==> src/rtl/axi_pkg.sv <==
// Shared AXI4 types and constants for the manager block and its helpers.
package axi_pkg;

  typedef enum logic [1:0] {
    BURST_FIXED = 2'b00,
    BURST_INCR  = 2'b01,
    BURST_WRAP  = 2'b10
  } burst_t;

  typedef enum logic [1:0] {
    RESP_OKAY   = 2'b00,
    RESP_EXOKAY = 2'b01,
    RESP_SLVERR = 2'b10,
    RESP_DECERR = 2'b11
  } resp_t;

  localparam logic [2:0] SIZE_8B = 3'b011;

  typedef enum logic [2:0] {
    ST_IDLE = 3'd0,
    ST_AR   = 3'd1,
    ST_R    = 3'd2,
    ST_AW   = 3'd3,
    ST_W    = 3'd4,
    ST_B    = 3'd5
  } mgr_state_t;

  // Response codes are ordered by severity, so the worst one is the numeric max.
  function automatic logic [1:0] resp_max(input logic [1:0] a, input logic [1:0] b);
    resp_max = (a > b) ? a : b;
  endfunction

endpackage

==> src/rtl/axi_beat_tracker.sv <==
// Beat counter shared by the W and R phases; saturates at 255 and flags the
// beat whose index equals the burst length.
module axi_beat_tracker (
  input  logic       clk,
  input  logic       rst,
  input  logic       clear,
  input  logic       step,
  input  logic [7:0] len,
  output logic       is_last
);

  logic [7:0] beat_r;
  logic       ovf_r;

  // Beat count and overflow flag; once past 255 no beat can be the last one.
  always_ff @(posedge clk) begin
    if (rst) begin
      beat_r <= 8'd0;
      ovf_r  <= 1'b0;
    end else if (clear) begin
      beat_r <= 8'd0;
      ovf_r  <= 1'b0;
    end else if (step) begin
      if (beat_r == 8'hFF) begin
        ovf_r <= 1'b1;
      end else begin
        beat_r <= beat_r + 8'd1;
      end
    end
  end

  assign is_last = (beat_r == len) && !ovf_r;

endmodule

==> src/rtl/axi_manager.sv <==
// Single-outstanding AXI4 manager: one INCR burst per local command, with
// pass-through W/R data paths and a registered completion report.
module axi_manager
  import axi_pkg::*;
#(
  parameter int ID_W   = 2,
  parameter int ADDR_W = 32,
  parameter int DATA_W = 64,
  parameter int STRB_W = DATA_W / 8
) (
  input  logic              clk,
  input  logic              rst,
  input  logic              cmd_valid,
  output logic              cmd_ready,
  input  logic              cmd_write,
  input  logic [ADDR_W-1:0] cmd_addr,
  input  logic [7:0]        cmd_len,
  input  logic [ID_W-1:0]   cmd_id,
  input  logic [DATA_W-1:0] wr_data,
  input  logic [STRB_W-1:0] wr_strb,
  input  logic              wr_valid,
  output logic              wr_ready,
  output logic [DATA_W-1:0] rd_data,
  output logic [1:0]        rd_resp,
  output logic              rd_last,
  output logic              rd_valid,
  input  logic              rd_ready,
  output logic              done,
  output logic [1:0]        done_resp,
  output logic              done_err,
  output logic [ID_W-1:0]   ARID,
  output logic [ADDR_W-1:0] ARADDR,
  output logic [7:0]        ARLEN,
  output logic [2:0]        ARSIZE,
  output logic [1:0]        ARBURST,
  output logic              ARVALID,
  input  logic              ARREADY,
  input  logic [ID_W-1:0]   RID,
  input  logic [DATA_W-1:0] RDATA,
  input  logic [1:0]        RRESP,
  input  logic              RLAST,
  input  logic              RVALID,
  output logic              RREADY,
  output logic [ID_W-1:0]   AWID,
  output logic [ADDR_W-1:0] AWADDR,
  output logic [7:0]        AWLEN,
  output logic [2:0]        AWSIZE,
  output logic [1:0]        AWBURST,
  output logic              AWVALID,
  input  logic              AWREADY,
  output logic [DATA_W-1:0] WDATA,
  output logic [STRB_W-1:0] WSTRB,
  output logic              WLAST,
  output logic              WVALID,
  input  logic              WREADY,
  input  logic [ID_W-1:0]   BID,
  input  logic [1:0]        BRESP,
  input  logic              BVALID,
  output logic              BREADY
);

  mgr_state_t        state_r, state_next_s;
  logic [ADDR_W-1:0] addr_r;
  logic [7:0]        len_r;
  logic [ID_W-1:0]   id_r;
  logic              cmd_ready_r, arvalid_r, awvalid_r, bready_r;
  logic [1:0]        resp_r, resp_next_s, done_resp_r;
  logic              err_r, err_next_s, done_r, done_err_r;
  logic              cmd_accept_s, r_hs_s, w_hs_s, b_hs_s, finish_s, is_last_s;

  assign cmd_accept_s = (state_r == ST_IDLE) && cmd_valid;
  assign r_hs_s       = (state_r == ST_R) && RVALID && rd_ready;
  assign w_hs_s       = (state_r == ST_W) && wr_valid && WREADY;
  assign b_hs_s       = bready_r && BVALID;
  assign finish_s     = (r_hs_s && RLAST) || b_hs_s;

  axi_beat_tracker u_beats (
    .clk     (clk),
    .rst     (rst),
    .clear   (cmd_accept_s),
    .step    (r_hs_s || w_hs_s),
    .len     (len_r),
    .is_last (is_last_s)
  );

  // State register.
  always_ff @(posedge clk) begin
    if (rst) begin
      state_r <= ST_IDLE;
    end else begin
      state_r <= state_next_s;
    end
  end

  // Next-state decode; a read ends only on RLAST, however many beats arrive.
  always_comb begin
    state_next_s = state_r;
    case (state_r)
      ST_IDLE: begin
        if (cmd_valid) state_next_s = cmd_write ? ST_AW : ST_AR;
        else           state_next_s = ST_IDLE;
      end
      ST_AR: begin
        if (ARREADY) state_next_s = ST_R;
        else         state_next_s = ST_AR;
      end
      ST_R: begin
        if (r_hs_s && RLAST) state_next_s = ST_IDLE;
        else                 state_next_s = ST_R;
      end
      ST_AW: begin
        if (AWREADY) state_next_s = ST_W;
        else         state_next_s = ST_AW;
      end
      ST_W: begin
        if (w_hs_s && is_last_s) state_next_s = ST_B;
        else                     state_next_s = ST_W;
      end
      ST_B: begin
        if (BVALID) state_next_s = ST_IDLE;
        else        state_next_s = ST_B;
      end
      default: state_next_s = ST_IDLE;
    endcase
  end

  // Response/error accumulation for the beat or write response in flight.
  always_comb begin
    resp_next_s = resp_r;
    err_next_s  = err_r;
    if (r_hs_s) begin
      resp_next_s = resp_max(resp_r, RRESP);
      err_next_s  = err_r || (RID != id_r) || (RLAST != is_last_s);
    end else if (b_hs_s) begin
      resp_next_s = BRESP;
      err_next_s  = err_r || (BID != id_r);
    end else begin
      resp_next_s = resp_r;
      err_next_s  = err_r;
    end
  end

  // Registered handshake outputs, derived from the state being entered.
  always_ff @(posedge clk) begin
    if (rst) begin
      cmd_ready_r <= 1'b1;
      arvalid_r   <= 1'b0;
      awvalid_r   <= 1'b0;
      bready_r    <= 1'b0;
    end else begin
      cmd_ready_r <= (state_next_s == ST_IDLE);
      arvalid_r   <= (state_next_s == ST_AR);
      awvalid_r   <= (state_next_s == ST_AW);
      bready_r    <= (state_next_s == ST_B);
    end
  end

  // Command latch, accumulators and completion report.
  always_ff @(posedge clk) begin
    if (rst) begin
      addr_r      <= '0;
      len_r       <= 8'd0;
      id_r        <= '0;
      resp_r      <= 2'b00;
      err_r       <= 1'b0;
      done_r      <= 1'b0;
      done_resp_r <= 2'b00;
      done_err_r  <= 1'b0;
    end else begin
      done_r <= finish_s;
      if (cmd_accept_s) begin
        addr_r <= cmd_addr;
        len_r  <= cmd_len;
        id_r   <= cmd_id;
        resp_r <= 2'b00;
        err_r  <= 1'b0;
      end else begin
        resp_r <= resp_next_s;
        err_r  <= err_next_s;
      end
      if (finish_s) begin
        done_resp_r <= resp_next_s;
        done_err_r  <= err_next_s;
      end
    end
  end

  assign cmd_ready = cmd_ready_r;
  assign done      = done_r;
  assign done_resp = done_resp_r;
  assign done_err  = done_err_r;

  assign ARID    = id_r;
  assign ARADDR  = addr_r;
  assign ARLEN   = len_r;
  assign ARSIZE  = SIZE_8B;
  assign ARBURST = BURST_INCR;
  assign ARVALID = arvalid_r;
  assign AWID    = id_r;
  assign AWADDR  = addr_r;
  assign AWLEN   = len_r;
  assign AWSIZE  = SIZE_8B;
  assign AWBURST = BURST_INCR;
  assign AWVALID = awvalid_r;
  assign BREADY  = bready_r;

  assign WDATA    = wr_data;
  assign WSTRB    = wr_strb;
  assign WVALID   = (state_r == ST_W) && wr_valid;
  assign WLAST    = (state_r == ST_W) && is_last_s;
  assign wr_ready = (state_r == ST_W) && WREADY;

  assign rd_data  = RDATA;
  assign rd_resp  = RRESP;
  assign rd_last  = RLAST;
  assign rd_valid = (state_r == ST_R) && RVALID;
  assign RREADY   = (state_r == ST_R) && rd_ready;

endmodule

==> config.mk <==
export PLATFORM = sky130hd
export DESIGN_NAME = axi_manager
export DESIGN_NICKNAME = d
export VERILOG_FILES = /design/src/rtl/axi_pkg.sv /design/src/rtl/axi_beat_tracker.sv /design/src/rtl/axi_manager.sv
export SDC_FILE = /design/constraint.sdc
export NUM_CORES = 1
export LEC_CHECK = 0
export CAP_MARGIN = 20
export CELL_PAD_IN_SITES_DETAIL_PLACEMENT = 1
export CELL_PAD_IN_SITES_GLOBAL_PLACEMENT = 1
export CORE_AREA = 3 3 171 173
export CTS_CLUSTER_DIAMETER = 30
export DETAILED_ROUTE_END_ITERATION = 8
export DIE_AREA = 0 0 174 176
export GPL_TIMING_DRIVEN = 0
export PLACE_DENSITY_LB_ADDON = 0.15
export SYNTH_ARGS = -nofsm -noshare
export SYNTH_HDL_FRONTEND = slang
export SYNTH_SLANG_ARGS = --single-unit
==> constraint.sdc <==
create_clock -name clk -period 2.2 [get_ports clk]
set_input_delay 0.55 -clock clk [delete_from_list [all_inputs] [get_ports clk]]
set_output_delay 0.55 -clock clk [all_outputs]
set_load 0.02 [all_outputs]
Fig. 1: run 1, the clock network
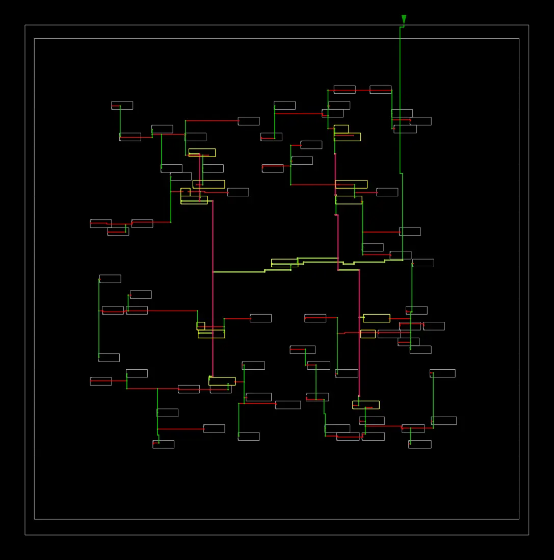
Late-Pin Clk Latency: 330 ps
clock skew: 6.030 ps

Fig. 2: run 1, sequential cells grouped by signal name
Bar = 50 µm. Other sequential cells in the stronger gray, the rest of the logic in the fainter gray.
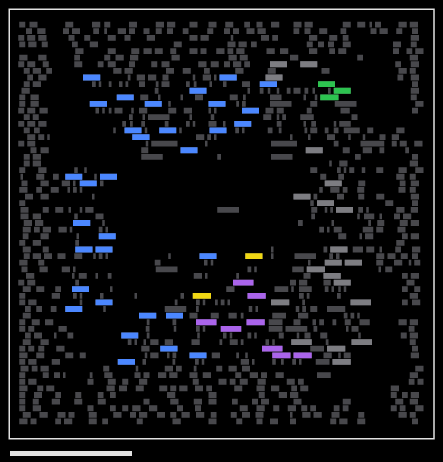
Key: purple = `ARLEN` [placed flops 8, where bottom middle]; yellow = `ARID` [placed flops 2]; blue = `ARADDR` [placed flops 32]; green = `state_r` [placed flops 3]
Another 20 sequential cells are not colored.

==> impl_metrics.env, run 1 <==
# flow metrics
export IMPL_setup_viol=0
export IMPL_logic_area_um2=1469
export IMPL_clk_share=0.04045
export IMPL_ys_chip_area_um2=4169
export IMPL_leakagePower_nw=3.341
export IMPL_crit_buf_inv=1
export IMPL_synth_area_um2=4169
export IMPL_clockBufferDepth=2
export IMPL_cts_root_buf="clkbuf_16"
export IMPL_setup_slack_ps=26.35
export IMPL_layout_nonclk_buf_frac=0.5524
export IMPL_viasPerCell=3.578
export IMPL_warnings=29
export IMPL_die_h_um=176
export IMPL_die_size_x_um=174
export IMPL_p_int_mw=3.208
export IMPL_ys_seq_frac=0.3121
export IMPL_gr_usage_all_layers=0.1082
export IMPL_finish_utilization=0.2928
export IMPL_cp_slowest_stage_delay_ps=390
export IMPL_setup_tns_ps=0
export IMPL_cp_data_required_time_ps=1650
export IMPL_layout_nets=1047
export IMPL_row_count=61
export IMPL_port_buffers=296
export IMPL_cap_violations=0
export IMPL_htreeDepth=3
export IMPL_status="finished, final reports clean"
export IMPL_ys_sh_aoi=0.09694
export IMPL_final_cells=1227
export IMPL_grt_pass1_vias=4587
export IMPL_drcViolationCount=0
export IMPL_dp_hpwl_um=14820
export IMPL_pwr_density_cell_nw_per_um2=567.0
export IMPL_fmax_mhz=460.1
export IMPL_start_kind="flop"
export IMPL_crit_fanout=4
export IMPL_antenna_cells=0
export IMPL_ff_type="dfxtp_1"
export IMPL_syn2layout_area_growth_pct=95.14
export IMPL_critPathTopFamily="simple AND/OR/NAND/NOR gates"
export IMPL_drt_initial_drc_count=74
export IMPL_core_region_area_um2=27780
export IMPL_irDropWorstVdd_mv=0.2550
export IMPL_wl_per_cell_um=14.27
Fig. 3: run 1, placement density heat map
Bar = 50 µm. 17 x 18 tiles, from dark purple (low) to yellow (high), 0 to 100% covered.
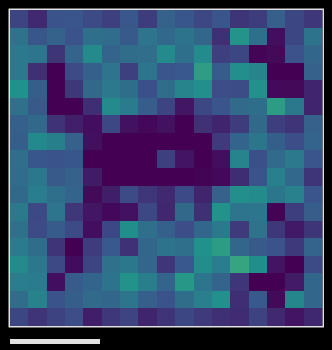
The emptiest ninth of the die: middle. The mean over all tiles is 25%. 9.8% of the tiles are nearly empty. The fullest tile reaches 59%.

-- run 1: cells in the mapped netlist (all sizes together) (3+ instances only) --
| cell | count | area (µm²) |
|---|---|---|
| buf | 197 | 1470 |
| nand2 | 95 | 356.6 |
| dfxtp | 65 | 1301 |
| a21oi | 51 | 255.2 |
| nor2 | 19 | 71.32 |
| xnor2 | 15 | 131.4 |
| clkbuf | 12 | 45.04 |
| inv | 8 | 30.03 |
| nor3 | 7 | 35.03 |
| nand3 | 6 | 35.03 |
| and2 | 5 | 31.28 |
| ha | 4 | 50.05 |
| nor4 | 4 | 31.28 |
| nor2b | 3 | 18.77 |
| xor2 | 3 | 26.28 |
-- run 1: final timing paths --
path,cells after the start,to,start
setup / recovery,5,WLAST,u_beats.beat_r[5]
setup reg to reg,6,u_beats.beat_r[2],u_beats.beat_r[0]
hold / removal,2,ARADDR[18],ARADDR[18]
hold reg to reg,2,ARADDR[18],ARADDR[18]
-- run 1: worst register-to-register path, cell delays in order (launching register included) --
cell and delay, ps:
dfxtp_4 390, ha_1 170, nand3_1 190, nor3_1 790
nor3b_1 150, xnor2_1 180, nor2_1 50
-- run 1: power groups by stage --
stage	clock, mW	combinational [mW]	sequential, mW
floorplan	0	0.819	1.43
global placement	0	1.67	1.37
detailed placement	0	1.67	1.37
CTS	1.67	1.70	1.35
global route	1.72	1.80	1.36
finish	1.59	1.68	1.34
-- run 1: layer usage --
layer / vias to the layer above / wire (µm) / GRT usage
met5: - / 0 / 0
met3: 14 / 1547 / 0.03505
li1: 2132 / - / -
met2: 238 / 9489 / 0.2035
met4: 0 / 154 / 0.03619
met1: 2006 / 6322 / 0.1135
## Run 2: what changed since run 1
--- a/config.mk
+++ b/config.mk
@@ -14,6 +14,7 @@
 export DIE_AREA = 0 0 174 176
 export GPL_TIMING_DRIVEN = 0
 export PLACE_DENSITY_LB_ADDON = 0.15
+export SLEW_MARGIN = 10
 export SYNTH_ARGS = -nofsm -noshare
 export SYNTH_HDL_FRONTEND = slang
 export SYNTH_SLANG_ARGS = --single-unit
Fig. 4: run 2, placement density heat map
Bar = 50 µm. 17 x 18 tiles, from dark purple (low) to yellow (high), 0 to 100% covered.
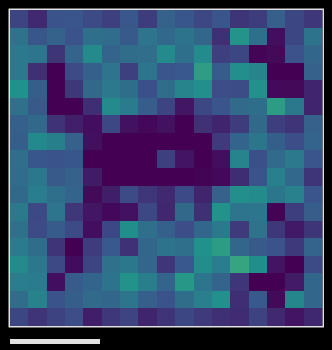
The fullest tile reaches 59%. The mean over all tiles is 25%. The emptiest ninth of the die: middle.

Fig. 5: run 2, sequential cells grouped by signal name
Bar = 50 µm. Other sequential cells in the stronger gray, the rest of the logic in the fainter gray.
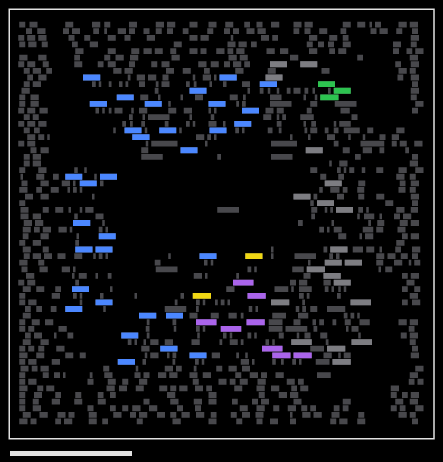
flop share of the area: 0.1647
Finished Core Util: 0.2928
Flop area: 1340 µm²
Seq power: 1.34 mW

==> impl_metrics.env, run 2 <==
# flow metrics
export IMPL_status="finished, final reports clean"
export IMPL_htreeDepth=3
export IMPL_wl_met1_um=6322
export IMPL_final_cells=1227
export IMPL_port_buffers=296
export IMPL_pwr_density_cell_nw_per_um2=567.0
export IMPL_route_met2_wl_um=9489
export IMPL_start_kind="flop"
export IMPL_core_region_area_um2=27780
export IMPL_clockBufferDepth=2
export IMPL_fmax_mhz=460.1
export IMPL_met1_usage=0.1135
export IMPL_grt_pass1_vias=4587
export IMPL_met3_length_um=1547
export IMPL_largest_area_cell="buf_4"
export IMPL_drt_initial_drc_count=74
export IMPL_viasPerCell=3.578
export IMPL_drcViolationCount=0
export IMPL_grt_busiest_layer="met2"
export IMPL_irDropWorstVdd_mv=0.2550
export IMPL_layout_nets=1047
export IMPL_dp_hpwl_um=14820
export IMPL_rr_worst_depth=6
export IMPL_synth_most_common_cell="buf_4"
export IMPL_crit_fanout=4
export IMPL_row_count=61
export IMPL_wl_per_cell_um=14.27
export IMPL_syn2layout_area_growth_pct=95.14
export IMPL_use_met2=0.2035
export IMPL_cap_violations=0
export IMPL_ys_chip_area_um2=4169
export IMPL_cts_root_buf="clkbuf_16"
export IMPL_clock_skew_ps=6.030
export IMPL_ys_seq_frac=0.3121
export IMPL_die_h_um=176
export IMPL_cp_data_required_time_ps=1650
export IMPL_clock_latency_ps=330
export IMPL_synth_area_um2=4169
export IMPL_area_leaders="buf_4 34%, dfxtp_1 31%, nand2_1 8.6%, a21oi_1 6.1%, xnor2_1 3.2%"
export IMPL_setup_viol=0
export IMPL_warnings=29
Fig. 6: run 2, wire density map
35 x 35 tiles, from dark purple (low) to yellow (high), scaled to the fullest tile. Values are wire area over tile area, all layers added.
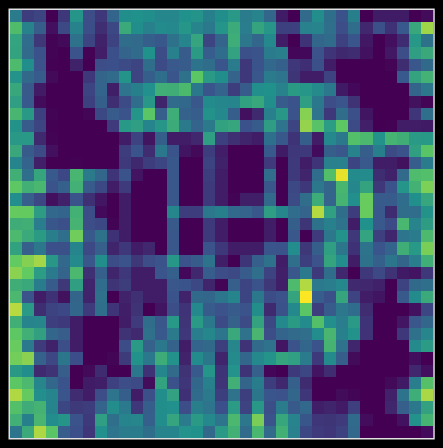
16% of the tiles are nearly empty. The fullest tile reaches 0.33. 17% of the tiles are over half the peak. The emptiest ninth of the die: middle. The mean over all tiles is 0.092.

==> run 2: cell families after synthesis <==
kind of cell             Yosys count  synth area share
flip-flops                        65            0.3121
buffers and inverters            217            0.3706
AND/OR/NAND/NOR                  150            0.1612
other                              2          0.001801
adder cells (fa/ha/maj)            4           0.01201
multiplexers                       3          0.007503
XOR/XNOR                          18           0.03782
AND-OR/OR-AND                     68           0.09694
==> run 2: power by group <==
part	internal (mW)	switching, mW	leakage [nW]
Sequential	1.26	0.0827	0.541
Combinational	0.902	0.777	2.64
Clock	1.05	0.545	0.158
Total	3.21	1.40	3.34
==> run 2: worst paths after layout <==
| path | from | end |
|---|---|---|
| max reg2reg | u_beats.beat_r[0] | u_beats.beat_r[2] |
| min reg2reg | ARADDR[18] | ARADDR[18] |
| max | u_beats.beat_r[5] | WLAST |
| min | ARADDR[18] | ARADDR[18] |
==> run 2: what timing repair did <==
action,CTS,global route
gates resized,32,33
endpoints found under the hold margin,0,0
buffers inserted,2,2
pin swaps,2,6
setup endpoints to repair,10,16
==> run 2: critical path, stage by stage, from the launching register on <==
cell     delay [ps]
dfxtp_2         390
xnor2_2         130
nand4_1         190
nor4_4          260
and2_4          210
buf_6           110
==> run 2: metrics by stage <==
step | power (mW) | setup WS [ps] | setup TNS [ps]
finish | 4.613 | 26.35 | 0
global route | 4.875 | -55.23 | -74.77
CTS | 4.714 | -103.8 | -103.8
detailed placement | 3.038 | -597.5 | -13720
global placement | 3.034 | -599.5 | -12350
floorplan | 2.247 | 309.4 | 0
==> run 2: cell type report <==
cell class,count,area [µm²]
fillers,3315,19650
repair buffers,300,2979
plain buffers,208,1515
multi-input cells,253,1469
flip-flops and latches,65,1340
well taps,378,473.0
clock buffers,11,252.7
clock inverters,4,76.32
inverters,8,30.03
No activity file was given, so power comes from the tool's default toggle rates.
